Design adder_client, sky130hd; sources not shown.
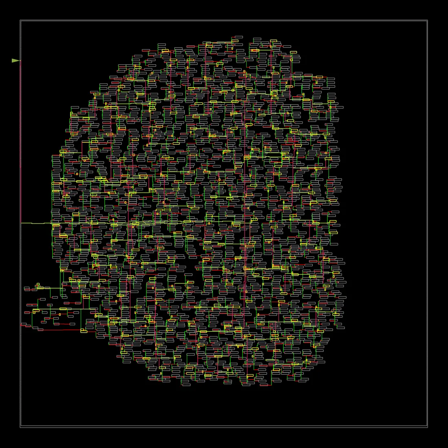
Fig. 1. Clock wiring as the flow saved it.
CLK BUF: 269
power of the clock network: 6.95 mW
clock insertion delay at the later pin of the skew report: 880 ps

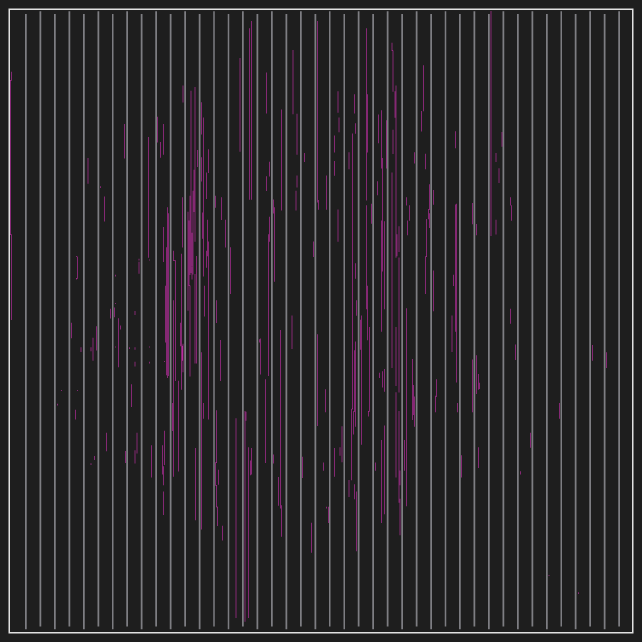
Fig. 2. M4 wires.
Supply wires on this layer in grey.
147 nets have wire on it. The layer carries 10900 um of wire. The longest straight run is 258 um. The layer holds 3.4% of the routed length. The wires run mostly vertical.
routed via count: 57800
detailed-route wire length: 325 mm

==> flow report <==
STATUS
-----------------------------------------------------------------------------------------------
Outcome                                                                               completed

PLACE
-----------------------------------------------------------------------------------------------
Half-perimeter wire length after placement                                               225 mm
Final RePlAce weighted congestion                                                         0.792

FLOORPLAN
-----------------------------------------------------------------------------------------------
Ports                                                                                       667
Width of the chip                                                                        583 um
Total number of placement rows                                                              213
Core ar.                                                                           337000 sq um

GLOBAL ROUTE
-----------------------------------------------------------------------------------------------
Initial antenna violation count                                                              86
Largest net degree at the start of global routing                                            20
Via count of the first global-routing pass                                                54000

CTS
-----------------------------------------------------------------------------------------------
Count of hold-fix buffers inserted at cts                                                     0
H-tree depth                                                                                  4
Clock root cell                                                                       clkbuf_16
Maximum buffer depth of the clock tree                                                        3
Number of clock sinks                                                                      2099
TritonCTS clock tree                                                                       done
Clock input transition at the sequential cells of the worst setup and hold paths          60 ps

LOGIC SYNTHESIS
-----------------------------------------------------------------------------------------------
Mapped cell area                                                                    84500 sq um
Synth unique cells                                                                           33
Post-Syn Area per Cell                                                               13.7 sq um
Area leader, netlist                                                                   edfxtp_1
Cell total in the yosys stat output                                                        6163
Main area contributors after synthesis                                             edfxtp_1 73%, o21ai_0 6.1%, nor2_1 4.8%
EDFF count, synth                                                                          2064
Synthesized chip area reported by yosys                                             84500 sq um
Number of flip-flops and latches in the synthesized netlist                                2099

POWER
-----------------------------------------------------------------------------------------------
Power consumption                                                                       22.5 mW
Power Density                                                                       214 nW/um^2
Max VDD drop                                                                           0.157 mV

ROUTING
-----------------------------------------------------------------------------------------------
DRC violation total after the first TritonRoute iteration                                  6410
Remaining routing DRC violations                                                              0
Average wire per standard cell                                                          27.3 um
Number of antenna-violating nets in the routed design                                         0

FINAL LAYOUT
-----------------------------------------------------------------------------------------------
Multi-input logic area                                                              18100 sq um
Nets                                                                                       7345
Area growth from synthesis to final layout                                                24.3%
Fill cell instance count of the final layout                                              33400

CRITICAL PATH
-----------------------------------------------------------------------------------------------
FF-to-FF path depth                                                                          14
Arrival time worst endpoint                                                             5410 ps
Worst Path Required                                                                     8050 ps
CP max FO                                                                                    11
Startpoint class of the critical path                                                  register
Setup slack of the most critical reg-to-reg path                                        7820 ps

TIMING
-----------------------------------------------------------------------------------------------
Shortest period the worst path allows                                                   8860 ps
Fin. Hold Viols                                                                               0
Final setup skew                                                                        55.1 ps

MIN PATH
-----------------------------------------------------------------------------------------------
Hold path depth                                                                               2

JOB
-----------------------------------------------------------------------------------------------
Max Cap Viol                                                                                  0

-- power breakdown --
| group | leakage, nW | internal (mW) | switching (mW) |
|---|---|---|---|
| Clock | 3.37 | 3.87 | 3.08 |
| Sequential | 18.9 | 8.54 | 0.0461 |
| Combinational | 11.8 | 1.98 | 4.97 |
-- final cells by class --
class | instances | area share, %
diodes | 26 | 0.0619
flip-flops and latches | 2099 | 59.7
well taps | 4515 | 5.38
clock inverters | 138 | 1.17
plain buffers | 829 | 4.84
multi-input cells | 3566 | 17.3
repair buffers | 432 | 6.01
inverters | 52 | 0.191
clock buffers | 269 | 5.43
-- stage by stage --
step / instance area [sq um] / utilization, % / cells / hold slack, ps / setup slack [ps]
global route: 105000 / 31.2 / 11900 / 527 / 2660
floorplan: 85900 / - / 6546 / 457 / 1450
finish: 105000 / 31.2 / 11900 / 501 / 2640
global placement: 94400 / 28.1 / 11300 / 482 / -8060
detailed placement: 98100 / 29.1 / 11500 / 494 / 3190
CTS: 105000 / 31.2 / 11900 / 503 / 2720
-- cells by family (layout without fill, tap and decap cells) --
logic type	count (synthesis)	in the layout	share of synthesized area, %
buffers and inverters	881	1720	6.22
DFF	2099	2099	74.2
and+or+nand+nor	1310	1310	6.07
xor gates and xnor gates	11	11	0.114
AOI/OAI and AO/OA	1848	1848	13.2
other	1	410	0.00444
adders and majority gates	13	13	0.192
-- critical path, stage by stage (launching register included) --
cell	delay (ps)
dfxtp_1	470
buf_2	220
buf_2	720
clkbuf_2	720
clkbuf_1	790
o211ai_1	210
a21oi_1	640
clkdlybuf4s50_1	680
-- routing by layer --
| metal | track usage (%) | up-vias | part of all wire [%] |
|---|---|---|---|
| li1 | - | 24800 | - |
| met1 | 24.1 | 29400 | 41 |
| met2 | 30.2 | 2968 | 47 |
| met3 | 3.98 | 543 | 8.3 |
| met4 | 6.37 | 44 | 3.4 |
| met5 | 0 | - | 0.088 |
-- cells in the final DEF, fill, tap and decap left out, types with 7 or more instances in the layout --
master	instances
o21ai_0	1036
conb_1	384
clkinv_1	57
bufinv_16	15
edfxtp_1	2064
a21oi_1	155
clkbuf_2	23
buf_2	34
clkinv_2	40
o22ai_1	133
clkbuf_16	221
nor2_4	16
nand2_1	82
clkinvlp_4	7
buf_12	82
diode_2	26
buf_6	39
clkdlybuf4s50_1	282
buf_4	423
inv_1	47
buf_16	66
clkbuf_1	352
dfxtp_1	35
o221ai_1	379
ha_1	13
nor2_1	1053
nand3_1	146
o211ai_1	134
No activity file was given, so power comes from the tool's default toggle rates.
